Figure 1. Wire density map (run 1).
Scale bar: 20 um. The die is cut into 23 by 23 equal tiles; dark blue is low, red is high, scaled to the fullest tile. Values are wire area over tile area, all layers added.
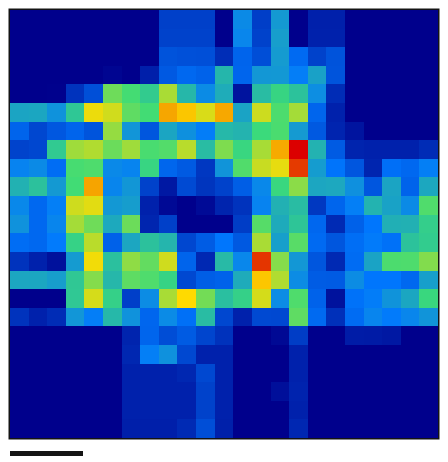
Figure 2. Sequential cells grouped by signal name (run 1).
Scale bar: 20 um. Other sequential cells in the stronger gray, the rest of the logic in the fainter gray.
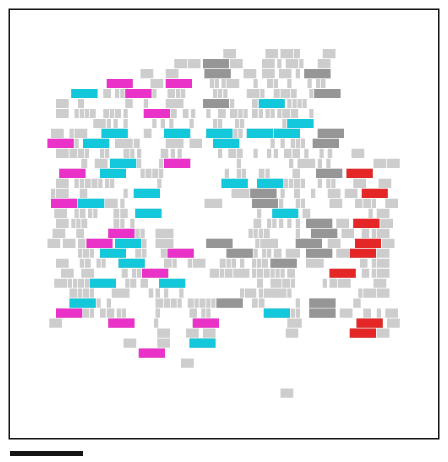
Figure 3. Routing congestion (run 1).
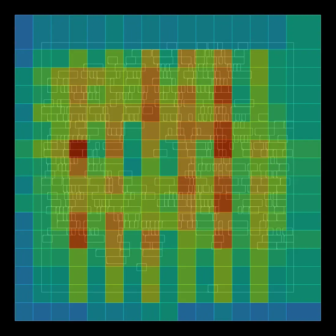
[config.mk]
export PLATFORM = sky130hd
export DESIGN_NAME = zbus_initiator
export DESIGN_NICKNAME = d
export VERILOG_FILES = /design/src/rtl/zbus_pkg.sv /design/src/rtl/zbus_wait_ctr.sv /design/src/rtl/zbus_initiator.sv
export SDC_FILE = /design/constraint.sdc
export NUM_CORES = 1
export LEC_CHECK = 0
export ABC_AREA = 1
export CAP_MARGIN = 10
export CORE_MARGIN = 10
export CORE_UTILIZATION = 30
export CTS_CLUSTER_DIAMETER = 30
export DETAILED_ROUTE_END_ITERATION = 8
export HOLD_SLACK_MARGIN = 0.15
export PLACE_DENSITY = 0.64
export RECOVER_POWER = 100
export REMOVE_ABC_BUFFERS = 1
export SLEW_MARGIN = 20
export SYNTH_ARGS = -nofsm -noshare
export SYNTH_HDL_FRONTEND = slang
export SYNTH_SLANG_ARGS = --single-unit
[constraint.sdc]
create_clock -name clk -period 3.17 [get_ports clk]
set_input_delay 0.634 -clock clk [delete_from_list [all_inputs] [get_ports clk]]
set_output_delay 0.634 -clock clk [all_outputs]
set_load 0.01 [all_outputs]
[src/rtl/zbus_pkg.sv]
// zbus_pkg: shared types and constants for the Z80-style bus initiator.
// Holds the cycle state enum, cycle-type codes, the command payload struct
// and the default CPLD port addresses used by test sequencers.
package zbus_pkg;

    localparam int unsigned ZB_AW = 16;
    localparam int unsigned ZB_DW = 8;

    typedef enum logic [2:0] {
        ZB_IDLE,
        ZB_T1,
        ZB_T2,
        ZB_TW,
        ZB_T3,
        ZB_TH
    } zb_state_e;

    // Cycle type encoded as {io, wr}
    typedef logic [1:0] zb_cyc_t;
    localparam zb_cyc_t ZB_MEMRD = 2'b00;
    localparam zb_cyc_t ZB_MEMWR = 2'b01;
    localparam zb_cyc_t ZB_IORD  = 2'b10;
    localparam zb_cyc_t ZB_IOWR  = 2'b11;

    localparam logic [ZB_AW-1:0] ZB_PORT_83AB = 16'h83AB;
    localparam logic [ZB_AW-1:0] ZB_PORT_82AB = 16'h82AB;
    localparam logic [ZB_AW-1:0] ZB_PORT_81AB = 16'h81AB;
    localparam logic [ZB_AW-1:0] ZB_PORT_80AB = 16'h80AB;
    localparam logic [ZB_AW-1:0] ZB_PORT_7FAB = 16'h7FAB;

    typedef struct packed {
        logic             io;
        logic             wr;
        logic [ZB_AW-1:0] addr;
        logic [ZB_DW-1:0] wdata;
    } zb_cmd_t;

    function automatic zb_cyc_t zb_cyc_type(input zb_cmd_t c);
        return {c.io, c.wr};
    endfunction

endpackage

[src/rtl/zbus_wait_ctr.sv]
// zbus_wait_ctr: loadable down-counter with a terminal (zero) flag.
// Ports: clk, rst (sync, active-high), load/load_val (load has priority),
//        dec (decrement, saturates at zero), zero_c (count == 0, combinational).
module zbus_wait_ctr #(
    parameter int unsigned W = 2
) (
    input  logic         clk,
    input  logic         rst,
    input  logic         load,
    input  logic [W-1:0] load_val,
    input  logic         dec,
    output logic         zero_c
);

    logic [W-1:0] cnt_q;
    logic [W-1:0] cnt_d;

    // Next count: load wins, otherwise decrement without wrapping
    always_comb begin
        cnt_d = cnt_q;
        if (load) begin
            cnt_d = load_val;
        end else if (dec && (cnt_q != '0)) begin
            cnt_d = cnt_q - W'(1);
        end
    end

    always_ff @(posedge clk) begin
        if (rst) begin
            cnt_q <= '0;
        end else begin
            cnt_q <= cnt_d;
        end
    end

    assign zero_c = (cnt_q == '0);

endmodule

[src/rtl/zbus_initiator.sv]
// zbus_initiator: Z80-style bus master. Turns a valid/ready command into a
// memory or I/O read/write cycle (T1, T2, TWxN, T3, TH), one T-state per clk.
// Ports: clk, rst (sync, active-high); cmd_* command handshake; rsp_* one-cycle
//        completion pulse with read data and timeout error; za/zd_out/zd_oe/
//        zd_in data and address bus; zmreq_n/ziorq_n/zrd_n/zwr_n strobes;
//        zwait_n target wait request.
// Build option: ZBUS_INITIATOR_ZWAIT_EN enables zwait_n-driven extra waits
//        with a WAIT_TIMEOUT cap; otherwise zwait_n is ignored.
module zbus_initiator
    import zbus_pkg::*;
#(
    parameter int unsigned IO_WAIT      = 1,
    parameter int unsigned MEM_WAIT     = 0,
    parameter int unsigned WAIT_TIMEOUT = 255
) (
    input  logic             clk,
    input  logic             rst,
    input  logic             cmd_valid,
    output logic             cmd_ready,
    input  logic             cmd_wr,
    input  logic             cmd_io,
    input  logic [ZB_AW-1:0] cmd_addr,
    input  logic [ZB_DW-1:0] cmd_wdata,
    output logic             rsp_valid,
    output logic [ZB_DW-1:0] rsp_rdata,
    output logic             rsp_err,
    output logic [ZB_AW-1:0] za,
    output logic [ZB_DW-1:0] zd_out,
    output logic             zd_oe,
    input  logic [ZB_DW-1:0] zd_in,
    output logic             zmreq_n,
    output logic             ziorq_n,
    output logic             zrd_n,
    output logic             zwr_n,
    input  logic             zwait_n
);

    zb_state_e        state_q, state_d;
    zb_cmd_t          cmd_q, cmd_d;
    logic             err_q, err_d;
    logic             cmd_ready_q, cmd_ready_d;
    logic             rsp_valid_q, rsp_valid_d;
    logic [ZB_DW-1:0] rsp_rdata_q, rsp_rdata_d;
    logic             rsp_err_q, rsp_err_d;
    logic [ZB_AW-1:0] za_q, za_d;
    logic [ZB_DW-1:0] zd_out_q, zd_out_d;
    logic             zd_oe_q, zd_oe_d;
    logic             zmreq_n_q, zmreq_n_d;
    logic             ziorq_n_q, ziorq_n_d;
    logic             zrd_n_q, zrd_n_d;
    logic             zwr_n_q, zwr_n_d;

    logic             accept;
    logic             wait_load, wait_dec, wait_zero_c;
    logic             tmo_load, tmo_dec, tmo_zero_c;
    logic [1:0]       fixed_waits;

    assign fixed_waits = cmd_q.io ? 2'(IO_WAIT) : 2'(MEM_WAIT);

    // Fixed TW count for the current cycle
    zbus_wait_ctr #(.W(2)) u_fixed_ctr (
        .clk      (clk),
        .rst      (rst),
        .load     (wait_load),
        .load_val (fixed_waits),
        .dec      (wait_dec),
        .zero_c   (wait_zero_c)
    );

    // Budget of extra zwait_n-requested TW cycles
    zbus_wait_ctr #(.W(8)) u_tmo_ctr (
        .clk      (clk),
        .rst      (rst),
        .load     (tmo_load),
        .load_val (8'(WAIT_TIMEOUT)),
        .dec      (tmo_dec),
        .zero_c   (tmo_zero_c)
    );

`ifndef ZBUS_INITIATOR_ZWAIT_EN
    logic unused_c;
    assign unused_c = ^{zwait_n, tmo_zero_c};
`endif

    // Next state plus registered bus/response outputs derived from it
    always_comb begin
        state_d     = state_q;
        cmd_d       = cmd_q;
        err_d       = err_q;
        rsp_valid_d = 1'b0;
        rsp_rdata_d = '0;
        rsp_err_d   = 1'b0;
        wait_load   = 1'b0;
        wait_dec    = 1'b0;
        tmo_load    = 1'b0;
        tmo_dec     = 1'b0;
        zmreq_n_d   = 1'b1;
        ziorq_n_d   = 1'b1;
        zrd_n_d     = 1'b1;
        zwr_n_d     = 1'b1;
        accept      = cmd_valid & cmd_ready_q;

        unique case (state_q)
            ZB_IDLE: begin
                if (accept) begin
                    state_d = ZB_T1;
                end
            end
            ZB_T1: begin
                wait_load = 1'b1;
                tmo_load  = 1'b1;
                state_d   = ZB_T2;
            end
            ZB_T2, ZB_TW: begin
                if (!wait_zero_c) begin
                    wait_dec = 1'b1;
                    state_d  = ZB_TW;
`ifdef ZBUS_INITIATOR_ZWAIT_EN
                end else if (!zwait_n && !tmo_zero_c) begin
                    tmo_dec = 1'b1;
                    state_d = ZB_TW;
                end else begin
                    // Still held low with no budget left: give up with an error
                    err_d   = !zwait_n;
                    state_d = ZB_T3;
                end
`else
                end else begin
                    state_d = ZB_T3;
                end
`endif
            end
            ZB_T3: begin
                state_d     = ZB_TH;
                rsp_valid_d = 1'b1;
                rsp_err_d   = err_q;
                rsp_rdata_d = err_q ? 8'hFF : (cmd_q.wr ? 8'h00 : zd_in);
            end
            ZB_TH: begin
                state_d = accept ? ZB_T1 : ZB_IDLE;
            end
            default: begin
                state_d = ZB_IDLE;
            end
        endcase

        if (accept) begin
            cmd_d = '{io: cmd_io, wr: cmd_wr, addr: cmd_addr, wdata: cmd_wdata};
            err_d = 1'b0;
        end

        // Address and write data are launched in T1 and then held
        za_d        = (state_d == ZB_T1) ? cmd_d.addr : za_q;
        zd_out_d    = ((state_d == ZB_T1) && cmd_d.wr) ? cmd_d.wdata : zd_out_q;
        zd_oe_d     = (state_d != ZB_IDLE) && cmd_d.wr;
        cmd_ready_d = (state_d == ZB_IDLE) || (state_d == ZB_TH);

        // Exactly one space strobe and one direction strobe, T2 through T3
        if (state_d inside {ZB_T2, ZB_TW, ZB_T3}) begin
            unique case (zb_cyc_type(cmd_d))
                ZB_MEMRD: begin zmreq_n_d = 1'b0; zrd_n_d = 1'b0; end
                ZB_MEMWR: begin zmreq_n_d = 1'b0; zwr_n_d = 1'b0; end
                ZB_IORD:  begin ziorq_n_d = 1'b0; zrd_n_d = 1'b0; end
                ZB_IOWR:  begin ziorq_n_d = 1'b0; zwr_n_d = 1'b0; end
                default:  begin zmreq_n_d = 1'b1; end
            endcase
        end
    end

    always_ff @(posedge clk) begin
        if (rst) begin
            state_q     <= ZB_IDLE;
            cmd_q       <= '0;
            err_q       <= 1'b0;
            cmd_ready_q <= 1'b0;
            rsp_valid_q <= 1'b0;
            rsp_rdata_q <= '0;
            rsp_err_q   <= 1'b0;
            za_q        <= '0;
            zd_out_q    <= '0;
            zd_oe_q     <= 1'b0;
            zmreq_n_q   <= 1'b1;
            ziorq_n_q   <= 1'b1;
            zrd_n_q     <= 1'b1;
            zwr_n_q     <= 1'b1;
        end else begin
            state_q     <= state_d;
            cmd_q       <= cmd_d;
            err_q       <= err_d;
            cmd_ready_q <= cmd_ready_d;
            rsp_valid_q <= rsp_valid_d;
            rsp_rdata_q <= rsp_rdata_d;
            rsp_err_q   <= rsp_err_d;
            za_q        <= za_d;
            zd_out_q    <= zd_out_d;
            zd_oe_q     <= zd_oe_d;
            zmreq_n_q   <= zmreq_n_d;
            ziorq_n_q   <= ziorq_n_d;
            zrd_n_q     <= zrd_n_d;
            zwr_n_q     <= zwr_n_d;
        end
    end

    assign cmd_ready = cmd_ready_q;
    assign rsp_valid = rsp_valid_q;
    assign rsp_rdata = rsp_rdata_q;
    assign rsp_err   = rsp_err_q;
    assign za        = za_q;
    assign zd_out    = zd_out_q;
    assign zd_oe     = zd_oe_q;
    assign zmreq_n   = zmreq_n_q;
    assign ziorq_n   = ziorq_n_q;
    assign zrd_n     = zrd_n_q;
    assign zwr_n     = zwr_n_q;

endmodule

==> run summary, run 1 <==
initial antenna violation count = 0
DRC Markers = 0
simple-gate area share of the yosys netlist = 0.3138
FP Util = 0.3058
largest cells by area after synthesis = dfxtp_1, nand2_1, inv_1, nor2_1, nand3_1
Layout fillers = 955
Reg area = 1401 um2
Synth warnings = 0
registers = 70
Setup crit start kind = input port
CP bufs+invs = 2
# hold bufs at CTS = 0
Hold Violations, Final = 0
crit-path cells = dlygate4sd3_1 > nand2_1 > nand2_1 > nand2_1 > inv_1 > nor2_1 > nor2_1 > nor2_1
Clock Path Buffers = 2
met3 WL = 600 um
Chip Area, Yosys = 2799 um2
reg-to-reg setup timing slack = 1030 ps
Core Footprint = 9153 um2
asr flop ratio synth = 0
Post-Synth AOI/OAI Area = 0.04202
Log Warnings = 26
Unique cell types = 29
Critical Path End = zd_out[3]
Comb gate area = 1012 um2
unrepaired setup endpoints after global routing = false
most numerous logic cell after layout = nand2_1
ys flops = 70
Ant. Diodes = 0
Signal buffers = 79
cycle use final = 0.7614
Layout non-clock buf frac = 0.2066
Leakage = 0.001831 uW
pre-CTS setup slack = 795.4 ps
main logic family after synthesis = simple AND/OR/NAND/NOR gates
register share of total power = 0.485
clk_lat worst skew = 330 ps
Worst EP required = 3440 ps
final std cells w/o fill = 555
Clock net power = 612 uW
P_sw = 603.9 uW
Post-DP Area = 3607 um2
Net Sw Frac = 0.2889
critical path's slowest cell = dlygate4sd3_1
Pre-antenna DRT Iters = 4
setup_tns = 0 ps
Synth top cells by count = nand2_1, dfxtp_1, inv_1
routed length on met1 = 3129 um
FP Rows = 35
WHS Endpoint = u_fixed_ctr.cnt_q[1]
most common logic cells in the final layout = nand2_1, dfxtp_1, inv_1, nor2_1, dlygate4sd3_1
Reg2Reg Capture Point = zd_out[3]
critical path's largest stage delay = 550 ps
global-route wire length before repair = 11330 um
Comb. pwr = 465 uW
Tap Count = 111
crit-path leading delay family = simple AND/OR/NAND/NOR gates
Peak Freq = 414.3 MHz
critical path depth = 8
Final Util = 0.4089
Post-Syn Instances = 371
status = completed
clock root buffer master = clkbuf_8
Nets = 481
Notes on Figure 1 above:
- tiles over half the peak: 13%
- mean over tiles: 0.083
- densest ninth of the die: middle left
- nearly empty tiles: 33%

Notes on Figure 2 above:
- rsp_rdata: red (sequential cells 8; where middle right)
- cmd_q: cyan (sequential cells 26)
- za: magenta (sequential cells 16)
- not colored: 20

Notes on Figure 3 above:
GR Util met2: 0.1719
gr usage total: 0.1054
Top Usage Layer GRT: met2

==> run 2: changes to the inputs <==
Clock period 3.17 ns to 2.27 ns, I/O delays scaled along.
Figure 4. Routing congestion (run 2).
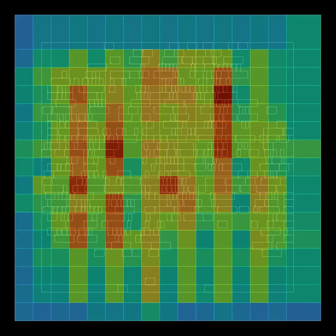
gr usage total: 0.1098
grt met1 use: 0.1211
GR Util met2: 0.1859
WL per Instance: 12.68 um

Figure 5. Sequential cells grouped by signal name (run 2).
Scale bar: 20 um. Other sequential cells in the stronger gray, the rest of the logic in the fainter gray.
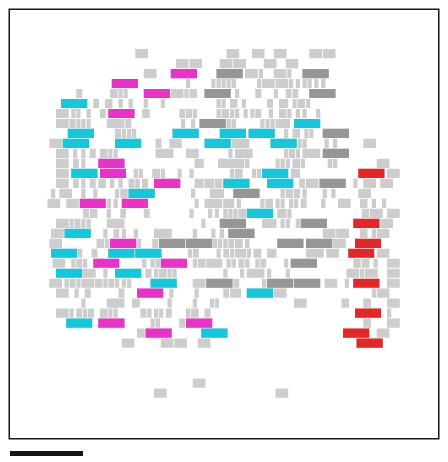
- rsp_rdata: red (sequential cells 8)
- za: magenta (sequential cells 16)
- cmd_q: cyan (sequential cells 26)
- not colored: 20
Seq area share: 0.3675
Reg area: 1401 um2

Figure 6. Placed cells, one color a class (run 2).
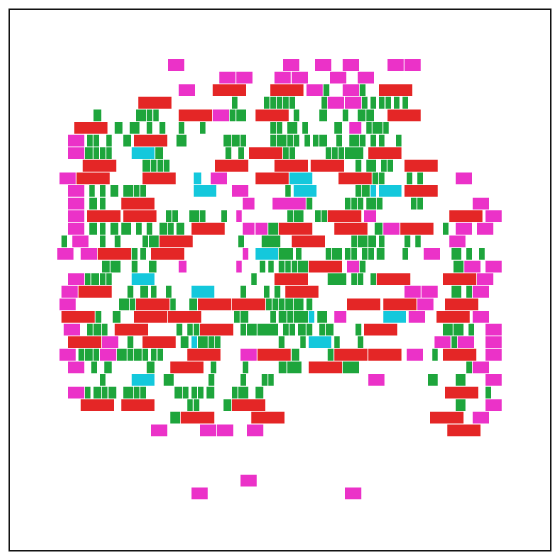
- clock drivers and dummy loads: cyan (cells 15)
- sequential cells: red (cells 70)
- remaining buffers and delay cells: magenta (cells 87)
- combinational and other logic: green (cells 282)

==> run summary, run 2 <==
Synth top cells by count = nand2_1, dfxtp_1, inv_1
simple-gate area share of the yosys netlist = 0.3138 (unchanged)
register share of total power = 0.475 (-0.010)
vias in the first global route = 2561
P_sw = 860.8 uW (+43%)
Core Footprint = 9153 um2 (unchanged)
asr flop ratio synth = 0 (unchanged)
DR iter-0 viols = 91
Peak Freq = 509.1 MHz
HP Class = flip-flop to flip-flop
unrepaired setup endpoints after global routing = false
Comb. pwr = 688 uW (+48%)
most common logic cells in the final layout = nand2_1, dfxtp_1, inv_1, nor2_1, dlygate4sd3_1
Nets = 489 (+1.7%)
Clock net power = 876 uW (+43%)
WHS Endpoint = u_fixed_ctr.cnt_q[1]
pre-CTS setup slack = 301.5 ps (-493.9 ps)
Post-Synth AOI/OAI Area = 0.04202 (unchanged)
Ant. Diodes = 0 (unchanged)
Chip Area, Yosys = 2799 um2 (unchanged)
Worst EP required = 1820 ps (-1620 ps)
initial antenna violation count = 1 (+1)
Layout fillers = 942 (-1.4%)
Setup crit start kind = flip-flop
Post-Syn Instances = 371 (unchanged)
CP bufs+invs = 1 (-1)
R2R cell count = 6
Net Sw Frac = 0.2890 (about the same)
Log Warnings = 26 (unchanged)
reg-to-reg setup timing slack = 460 ps (-570 ps)
clock root buffer master = clkbuf_8
number of non-clock inverters = 68
# Post-CTS Setup Buffers = 0
Pre-antenna DRT Iters = 4 (unchanged)
Slew @ Worst Pin = 1070 ps
met3 WL = 645 um (+7.5%)
Final Util = 0.4167 (+0.007792)
Signal buffers = 87 (+10%)
FP Rows = 35 (unchanged)
Hold Violations, Final = 0 (unchanged)
GP Congestion = 0.7467
H-tree lvl count = 3
ClkCell Share = 0.04396
routed length on met1 = 3229 um (+3.2%)
Post-DP Area = 3680 um2 (+2.0%)
Comb gate area = 1011 um2 (-0.12%)
crit-path leading delay family = buffers and inverters
Tap Count = 111 (unchanged)
status = completed
most numerous logic cell after layout = nand2_1
clk_lat worst skew = 340 ps (about the same)
Reg2Reg Capture Point = cmd_ready
FP Util = 0.3058 (unchanged)
critical path's largest stage delay = 670 ps (+120 ps)
Top Usage Layer GRT = met2
I/O Pins = 78
final std cells w/o fill = 565 (+1.8%)
registers = 70 (unchanged)
Leakage = 0.001875 uW (+2.4%)
DRC Markers = 0 (unchanged)
CP endpoint kind = output pin
Sequential Power = 1420 uW
critical path depth = 1 (-7)
Clock Path Buffers = 2 (unchanged)
setup_tns = 0 ps (unchanged)
Layout non-clock buf frac = 0.2201 (+0.01352)
largest cells by area after synthesis = dfxtp_1, nand2_1, inv_1, nor2_1, nand3_1
Synth warnings = 0 (unchanged)
global-route wire length before repair = 11800 um (+4.1%)
# hold bufs at CTS = 0 (unchanged)
critical path's slowest cell = dlygate4sd3_1
die width = 116.6 um
most numerous cell in the Yosys netlist = nand2_1
Unique cell types = 29 (unchanged)
main logic family after synthesis = simple AND/OR/NAND/NOR gates
WHS Path Cells = 2
Critical Path End = cmd_ready
ys flops = 70 (unchanged)
crit-path cells = dlygate4sd3_1
cycle use final = 0.8654
No activity file was given, so power comes from the tool's default toggle rates.
